==> config.mk <==
export PLATFORM = sky130hd
export DESIGN_NAME = tdc_capture_ctrl
export DESIGN_NICKNAME = d
export VERILOG_FILES = /design/src/rtl/tdc_pkg.sv /design/src/rtl/tdc_therm_encoder.sv /design/src/rtl/tdc_capture_ctrl.sv
export SDC_FILE = /design/constraint.sdc
export NUM_CORES = 1
export LEC_CHECK = 0
export CELL_PAD_IN_SITES_DETAIL_PLACEMENT = 1
export CELL_PAD_IN_SITES_GLOBAL_PLACEMENT = 1
export CORE_ASPECT_RATIO = 0.75
export CORE_MARGIN = 1.5
export CORE_UTILIZATION = 43
export DETAILED_ROUTE_END_ITERATION = 8
export GPL_ROUTABILITY_DRIVEN = 0
export PLACE_DENSITY_LB_ADDON = 0.1
export SKIP_CTS_REPAIR_TIMING = 1
export SLEW_MARGIN = 40
export SYNTH_ARGS = -nofsm -noshare
export SYNTH_HDL_FRONTEND = slang
export SYNTH_SLANG_ARGS = --single-unit
==> constraint.sdc <==
create_clock -name clk -period 5.6 [get_ports clk]
set_clock_uncertainty 0.2 [all_clocks]
set_input_delay 1.12 -clock clk [delete_from_list [all_inputs] [get_ports clk]]
set_output_delay 1.12 -clock clk [all_outputs]
set_load 0.02 [all_outputs]
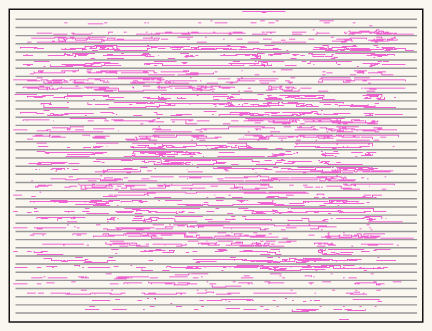
(the metal 1 layer)
Scale: 3 px per µm. Supply wires on this layer in gray.
- main direction: horizontal
- longest straight run: 46.5 µm
- wire length on this layer: 6030 µm
- share of all routed wire: 48%
detailed-route via count: 4242
GRT met1 Usage: 25.2%
WL final: 12500 µm

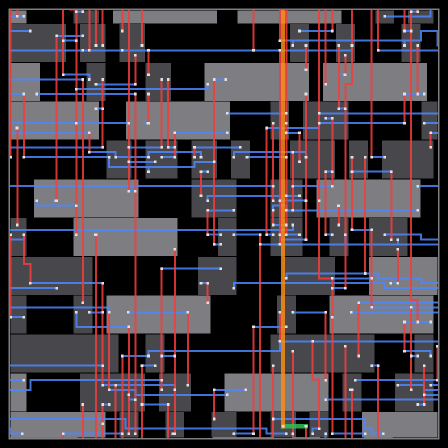
(layout detail)
Window x 54 to 84, y 58 to 88 µm. Cells in gray, sequential cells in the stronger gray; small squares are vias.
- M4: orange
- M1: blue
- M3: green
- M2: red
- cells with their middle in the window: 54
- sequential cells in the window: 13
- most frequent: dfxtp_1 (13), nand2_1 (8), nor2_1 (8)

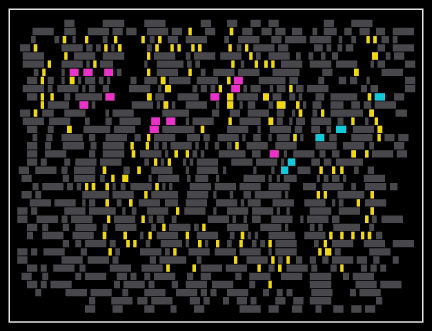
(gate-type map)
Scale: 3 px per µm.
- xor and xnor cells: magenta (cells 12)
- nand cells: yellow (cells 130; where widely spread)
- non-inverting ao/oa cells: cyan (cells 5; where right middle)
most numerous logic cell after layout: dfxtp_1
Layout Cells excl Fill: 860
combinational share of cell area: 35.4%

==> run summary <==
run metrics: r2r setup slk between 0.2 and 0.25 ns, highest clock rate 186 MHz, adder share 10.4%, Clock buffers and inverters, area share ~7.8%, Worst Hold Class reg -> reg, Max-slew headroom between 50 and 60%, Setup-failing EPs final 0, largest class sequential cells, outcome completed, Design Area, Final 7170 µm², clock-pin slew on the worst setup and hold paths around 0.06 ns, PwrDens between 300 and 400 nW/µm², max-cap viol count 0, Top logic family simple AND/OR/NAND/NOR gates, Synth-to-Final Area Change 23.2%, core area 13100 µm², Seq. pwr roughly 0.0011 W, Root Driver clkbuf_16, hold path cells 1, Synth Register Bits ~150, area figure in the yosys stat output around 5800 µm², AO/OA Area Share about 8.2%, leading area contributor after synthesis dfxtp_1, placed cell areas around 6600 µm², grt ovf 0, Clock Power around 0.0011 W, CP Cell Sequence ha_1, inv_1, fa_1, fa_1, fa_1, fa_1, fa_1, fa_1, fa_1, inv_1, fa_1, a21o_1, a21oi_2, nor4_1, a211o_1, vias in the first global route 4417, slowest CP cell fa_1, Final HPWL DP 8530 µm, Post-synth EDFFs 0, CTS Buffer Depth 2, Top delay family on crit path adder cells, Yosys cell types 50, iteration tally of the first detailed-router pass 4, # IOs 68, sequential share of power roughly half, internal power around 0.0018 W, Non-clock inverters 47, Final #Nets 748, site row count 36, Top power group sequential cells, crit-path max FO 2, Post-synth mux share 0.387%, Leakage 2.67 nW, most frequent CP cell fa_1, Top FF cell, synth dfxtp_1, buffering overhead roughly a tenth, CTS tree done, global-route wire length before repair 21100 µm, logic gate share of total power 3.6%, top cells by count 149 x dfxtp_1, 112 x nand2_1, 70 x nor2b_1, 57 x a21oi_1, 47 x inv_1, most used routing layer met2, Nets at Floorplan between 600 and 700, RSZ-0062 raised after global routing false, Net Sw Power 0.000492 W, CP Data Required Time 5.70 ns, logic area 2540 µm², flop count 149, Hold WS 0.235 ns, CP Buf/Inv Count 2, met2 Use GR 30.5%
Power figures rest on the tool's default switching activity, not on a simulated workload.
